wires.png
(6 px per um) Two of the layers only.
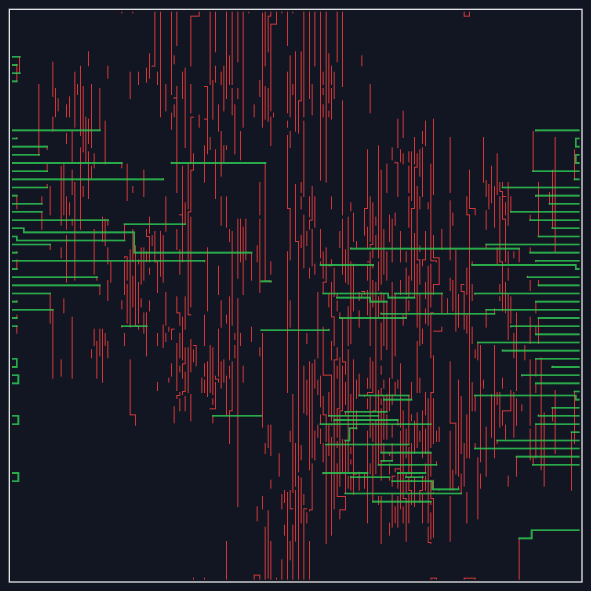
cell_density.png
(3 px per um) The die is cut into 10 by 10 equal tiles; white is low, dark blue is high, 0 to 100% covered.
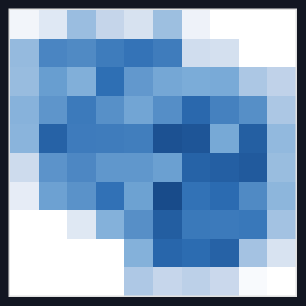
File: config.mk
export PLATFORM = sky130hd
export DESIGN_NAME = ram_loader_arbiter
export DESIGN_NICKNAME = d
export VERILOG_FILES = /design/src/rtl/ram_arb_pkg.sv /design/src/rtl/arb_addr_pointer.sv /design/src/rtl/ram_loader_arbiter.sv
export SDC_FILE = /design/constraint.sdc
export NUM_CORES = 1
export LEC_CHECK = 0
export ABC_CLOCK_PERIOD_IN_PS = 3200
export CORE_MARGIN = 4
export CORE_UTILIZATION = 39
export DETAILED_ROUTE_END_ITERATION = 7
export GPL_ROUTABILITY_DRIVEN = 1
export GPL_TIMING_DRIVEN = 1
export PLACE_DENSITY = 0.8
export SYNTH_ARGS = -nofsm -noshare
export SYNTH_HDL_FRONTEND = slang
export SYNTH_SLANG_ARGS = --single-unit
export TNS_END_PERCENT = 10
File: constraint.sdc
create_clock -name CLK -period 3.2 [get_ports CLK]
set_input_delay 0.64 -clock CLK [delete_from_list [all_inputs] [get_ports CLK]]
set_output_delay 0.64 -clock CLK [all_outputs]
set_load 0.03 [all_outputs]
File: src/rtl/ram_arb_pkg.sv
// Shared types and constants for the RAM ownership arbiter and its address pointer.
// Latency: n/a (declarations only).
// Backpressure: n/a.
package ram_arb_pkg;

    localparam int DEF_WIDTH      = 16;
    localparam int DEF_ADDR_WIDTH = 16;
    localparam int DEF_TIMEOUT    = 64;

    // RAM direction encoding on RAM_RW / CPU_RAM_RW
    localparam logic RAM_READ  = 1'b0;
    localparam logic RAM_WRITE = 1'b1;

    typedef enum logic [2:0] {
        CPU_OWN,
        HALT_WAIT,
        LD_OWN,
        LD_RDWAIT,
        RELEASE
    } arb_state_t;

endpackage

File: src/rtl/arb_addr_pointer.sv
// Loadable, auto-incrementing address pointer; wraps from all-ones to zero.
// Latency: new value visible the cycle after load/inc.
// Backpressure: none; load and inc are honoured every cycle. Load together with inc yields load_addr + 1.
// Ports: clk, rst (sync, active-high), load/load_addr, inc, ptr (current value).
module arb_addr_pointer
    import ram_arb_pkg::*;
#(
    parameter int ADDR_WIDTH = DEF_ADDR_WIDTH
) (
    input  logic                  clk,
    input  logic                  rst,
    input  logic                  load,
    input  logic [ADDR_WIDTH-1:0] load_addr,
    input  logic                  inc,
    output logic [ADDR_WIDTH-1:0] ptr
);

    logic [ADDR_WIDTH-1:0] base;

    // The address used by an access is the loaded one when both arrive together,
    // so the next pointer is relative to that base.
    assign base = load ? load_addr : ptr;

    always_ff @(posedge clk) begin
        if (rst) begin
            ptr <= '0;
        end else if (load || inc) begin
            ptr <= base + {{(ADDR_WIDTH-1){1'b0}}, inc};
        end
    end

endmodule

File: src/rtl/ram_loader_arbiter.sv
// Arbitrates the single RAM port between the CPU and an external loader/debug port.
// Latency: request->grant >= 2 cycles; write ACK 1 cycle after strobe; read ACK/data 2 cycles after strobe.
// Backpressure: loader waits for LD_GNT, then for LD_ACK between reads; writes accepted every cycle.
// Ports: CLK/RST; LD_* loader session and access interface; CPU_* controller/MAR side;
//        HALT freezes the controller; RAM_* drive the memory block, RAM_RDATA returns read data.
module ram_loader_arbiter
    import ram_arb_pkg::*;
#(
    parameter int WIDTH      = DEF_WIDTH,
    parameter int ADDR_WIDTH = DEF_ADDR_WIDTH,
    parameter int TIMEOUT    = DEF_TIMEOUT
) (
    input  logic                  CLK,
    input  logic                  RST,
    input  logic                  LD_REQ,
    output logic                  LD_GNT,
    input  logic [ADDR_WIDTH-1:0] LD_ADDR,
    input  logic                  LD_ADDR_LOAD,
    input  logic                  LD_WR,
    input  logic                  LD_RD,
    input  logic [WIDTH-1:0]      LD_WDATA,
    output logic [WIDTH-1:0]      LD_RDATA,
    output logic                  LD_ACK,
    output logic                  LD_ERR,
    input  logic                  CPU_BOUNDARY,
    input  logic [ADDR_WIDTH-1:0] CPU_ADDR,
    input  logic                  CPU_RAM_EN,
    input  logic                  CPU_RAM_RW,
    output logic                  HALT,
    output logic [ADDR_WIDTH-1:0] RAM_ADDR,
    output logic                  RAM_EN,
    output logic                  RAM_RW,
    output logic [WIDTH-1:0]      RAM_WDATA,
    output logic                  RAM_WDATA_OE,
    input  logic [WIDTH-1:0]      RAM_RDATA
);

    localparam int                CNT_W    = $clog2(TIMEOUT);
    localparam logic [CNT_W-1:0]  CNT_LAST = CNT_W'(TIMEOUT - 1);

    arb_state_t            state;
    logic [CNT_W-1:0]      wait_cnt;
    logic                  ld_req_q;
    logic                  retry_block;   // set by a timeout, held until LD_REQ falls
    logic                  halt_q;
    logic                  gnt_q;
    logic                  ack_q;
    logic                  err_q;
    logic [WIDTH-1:0]      rdata_q;

    logic                  in_ld_own;
    logic                  ld_wr_acc;
    logic                  ld_rd_acc;
    logic                  ptr_load;
    logic [ADDR_WIDTH-1:0] ptr;
    logic [ADDR_WIDTH-1:0] acc_addr;

    assign in_ld_own = (state == LD_OWN);
    // Write has priority when both strobes arrive; the read is simply dropped.
    assign ld_wr_acc = in_ld_own && LD_WR;
    assign ld_rd_acc = in_ld_own && LD_RD && !LD_WR;
    assign ptr_load  = in_ld_own && LD_ADDR_LOAD;
    assign acc_addr  = LD_ADDR_LOAD ? LD_ADDR : ptr;

    arb_addr_pointer #(
        .ADDR_WIDTH (ADDR_WIDTH)
    ) u_ptr (
        .clk       (CLK),
        .rst       (RST),
        .load      (ptr_load),
        .load_addr (LD_ADDR),
        .inc       (ld_wr_acc || ld_rd_acc),
        .ptr       (ptr)
    );

    // RAM port mux. CPU keeps the port until the grant; outside loader write
    // cycles the write-data driver stays off so the bus is never contended.
    always_comb begin
        RAM_ADDR     = ptr;
        RAM_EN       = 1'b0;
        RAM_RW       = RAM_READ;
        RAM_WDATA_OE = 1'b0;
        case (state)
            CPU_OWN, HALT_WAIT: begin
                RAM_ADDR = CPU_ADDR;
                RAM_EN   = CPU_RAM_EN;
                RAM_RW   = CPU_RAM_RW;
            end
            LD_OWN: begin
                RAM_ADDR     = acc_addr;
                RAM_EN       = ld_wr_acc || ld_rd_acc;
                RAM_RW       = ld_wr_acc ? RAM_WRITE : RAM_READ;
                RAM_WDATA_OE = ld_wr_acc;
            end
            default: ;
        endcase
    end

    assign RAM_WDATA = LD_WDATA;
    assign HALT      = halt_q;
    assign LD_GNT    = gnt_q;
    assign LD_ACK    = ack_q;
    assign LD_ERR    = err_q;
    assign LD_RDATA  = rdata_q;

    always_ff @(posedge CLK) begin
        if (RST) begin
            state       <= CPU_OWN;
            wait_cnt    <= '0;
            ld_req_q    <= 1'b0;
            retry_block <= 1'b0;
            halt_q      <= 1'b0;
            gnt_q       <= 1'b0;
            ack_q       <= 1'b0;
            err_q       <= 1'b0;
            rdata_q     <= '0;
        end else begin
            ld_req_q <= LD_REQ;
            ack_q    <= 1'b0;
            // A fresh request clears a stale error; a timeout can never coincide
            // with a rising edge because LD_REQ was already high.
            if (LD_REQ && !ld_req_q) begin
                err_q <= 1'b0;
            end
            if (!LD_REQ) begin
                retry_block <= 1'b0;
            end

            case (state)
                CPU_OWN: begin
                    if (LD_REQ && !retry_block) begin
                        state    <= HALT_WAIT;
                        wait_cnt <= '0;
                    end
                end
                HALT_WAIT: begin
                    if (!LD_REQ) begin
                        state <= CPU_OWN;
                    end else if (CPU_BOUNDARY) begin
                        state  <= LD_OWN;
                        halt_q <= 1'b1;
                        gnt_q  <= 1'b1;
                    end else if (wait_cnt == CNT_LAST) begin
                        state       <= CPU_OWN;
                        err_q       <= 1'b1;
                        retry_block <= 1'b1;
                    end else begin
                        wait_cnt <= wait_cnt + CNT_W'(1);
                    end
                end
                LD_OWN: begin
                    if (ld_wr_acc) begin
                        ack_q <= 1'b1;
                        if (!LD_REQ) begin
                            state <= RELEASE;
                            gnt_q <= 1'b0;
                        end
                    end else if (ld_rd_acc) begin
                        state <= LD_RDWAIT;
                    end else if (!LD_REQ) begin
                        state <= RELEASE;
                        gnt_q <= 1'b0;
                    end
                end
                LD_RDWAIT: begin
                    // Synchronous RAM data is on RAM_RDATA now; strobes are ignored.
                    rdata_q <= RAM_RDATA;
                    ack_q   <= 1'b1;
                    if (!LD_REQ) begin
                        state <= RELEASE;
                        gnt_q <= 1'b0;
                    end else begin
                        state <= LD_OWN;
                    end
                end
                RELEASE: begin
                    state  <= CPU_OWN;
                    halt_q <= 1'b0;
                end
                default: begin
                    state  <= CPU_OWN;
                    halt_q <= 1'b0;
                    gnt_q  <= 1'b0;
                end
            endcase
        end
    end

endmodule

==> results.py <==
# Flow results
metrics = {
    "worst_setup_path": {
        "crit_end": "RAM_EN",
        "worst_path_most_repeated_cell": "clkdlybuf4s50_1",
        "r2r-end": "u_ptr.ptr[10]$_SDFFE_PP0P_",
        "path_cells": "clkdlybuf4s50_1 -> nor2_1 -> nor2_2 -> a21o_1 -> clkdlybuf4s50_1",
        "slowest_delay_ns": 0.58,
    },
    "clock_tree": {
        "cts_tree": "done",
        "root_buffer": "clkbuf_8",
        "cts_num_sinks": 47,
        "clock_latency_ns": 0.31,
        "cts_buffer_depth": 2,
        "cts_buffers": 5,
        "path_clk_slew_ns": 0.10,
    },
    "run_status": {
        "outcome": "finished clean",
    },
    "detailed_routing": {
        "met2_length_mm": 3.78,
        "ant_nets": 0,
        "top_layer": "met4",
        "route.layer.met1.wl_mm": 3.55,
        "dr_wl_met3_um": 936,
    },
    "power": {
        "p_per_area_nw_per_um2": 314,
        "ir_drop_mv": 0.265,
        "leakagePower_nw": 1.66,
    },
    "global_route": {
        "grt_pass1_wl_mm": 13.1,
        "antenna_found_initial": 0,
        "grt_overflow": 0,
    },
    "final_layout": {
        "layout-drive-gt1-share_pct": 9.59,
        "final_cell_mix": "79 x clkdlybuf4s50_1, 75 x nand2_1, 47 x dfxtp_1",
        "fin_cells": 568,
        "n_antenna_cell": 0,
        "final_area_um2": 4130,
    },
    "synthesis": {
        "top_cells_by_count": "75 x nand2_1, 47 x dfxtp_1, 31 x nor2_1",
        "ys_chip_area_um2": 2970,
        "top_logic_kind": "simple AND/OR/NAND/NOR gates",
        "top_cell": "nand2_1",
        "postSynthCellCount": 382,
        "ys_sh_mux_pct": 4.18,
        "ys_sh_xor_pct": 6.79,
        "syn_area_um2": 2970,
    },
    "sta": {
        "max_slew.worst_pin.slew_ns": 0.978,
        "fmax_mhz": 339,
        "finClkSkew_ns": 0.0203,
        "hold_viol": 0,
        "rsz0062_at_grt": "no",
    },
    "hold_path": {
        "hold_depth": 2,
        "hold_path_class": "reg -> reg",
    },
    "placement": {
        "io_buffers": 95,
    },
    "flow_run": {
        "cap_viol_max_count": 0,
    },
}
About wires.png:
[metal 3] green | wire length: 937 um
[metal 2] red | wire length: 3,780 um
Detailed Route WL: 8.29 mm
routed wire length per instance: 14.6 um

About cell_density.png:
mean over tiles: 44%
emptiest ninth of the die: bottom left
nearly empty tiles: 16%
fullest tile: 89%
densest ninth of the die: middle
final core utilization: 56.3%
Core Util at FP: 40.5%
Core Area: 7330 um2

-- layer usage --
layer	global-route usage (%)	vias up
met2	29.5	137
met1	23.2	1365
li1	-	1510
met5	0	-
met4	3.13	0
met3	5.45	3
-- cell type report --
cell class	count	area (um2)	share of cell area, %
sequential	47	941	22.8
multi-input combinational	291	1780	43.2
timing repair buffer	117	1140	27.7
tap	99	124	3.00
clock inverter	3	46.3	1.12
clock buffer	5	68.8	1.67
inverter	6	22.5	0.545
-- metrics by stage --
stage / setup TNS [ns] / utilization, % / setup WS [ns] / hold WS, ns / total power (W)
after global routing: 0 / 56.3 / 0.155 / 0.484 / 0.00136
after global placement: 0 / 54.6 / 0.0353 / 0.441 / 0.000851
after floorplan: 0 / - / 0.0152 / 0.445 / 0.000756
after CTS: 0 / 56.1 / 0.00398 / 0.462 / 0.00131
after detailed placement: -0.0160 / 54.6 / -0.00673 / 0.450 / 0.000854
final: 0 / 56.3 / 0.251 / 0.460 / 0.00129
-- registers in the layout, summed over array words and instances (netlist names) --
name / cells
LD_RDATA: 16
u_ptr.ptr: 16
wait_cnt: 6
state: 3
HALT: 1
LD_ACK: 1
LD_ERR: 1
LD_GNT: 1
ld_req_q: 1
retry_block: 1
-- where the power goes --
| part | internal [W] | leakage [nW] | switching [W] | total (W) |
|---|---|---|---|---|
| registers | 0.000591 | 0.379 | 0.00000601 | 0.000597 |
| logic | 0.000120 | 1.23 | 0.000119 | 0.000239 |
| clock network | 0.000236 | 0.0548 | 0.000222 | 0.000458 |
-- worst min-delay path: stages, from the launching register on --
cell and delay, ns:
dfxtp_1 0.32, nand2_1 0.05, a21oi_1 0.05
-- timing repair --
item | 4_1_cts | 5_1_grt
pin swaps | 0 | 0
endpoints found under the setup margin | 6 | 7
resized | 6 | 7
setup buffers | 0 | 0
hold buffers | 0 | 0
Power figures rest on the tool's default switching activity, not on a simulated workload.
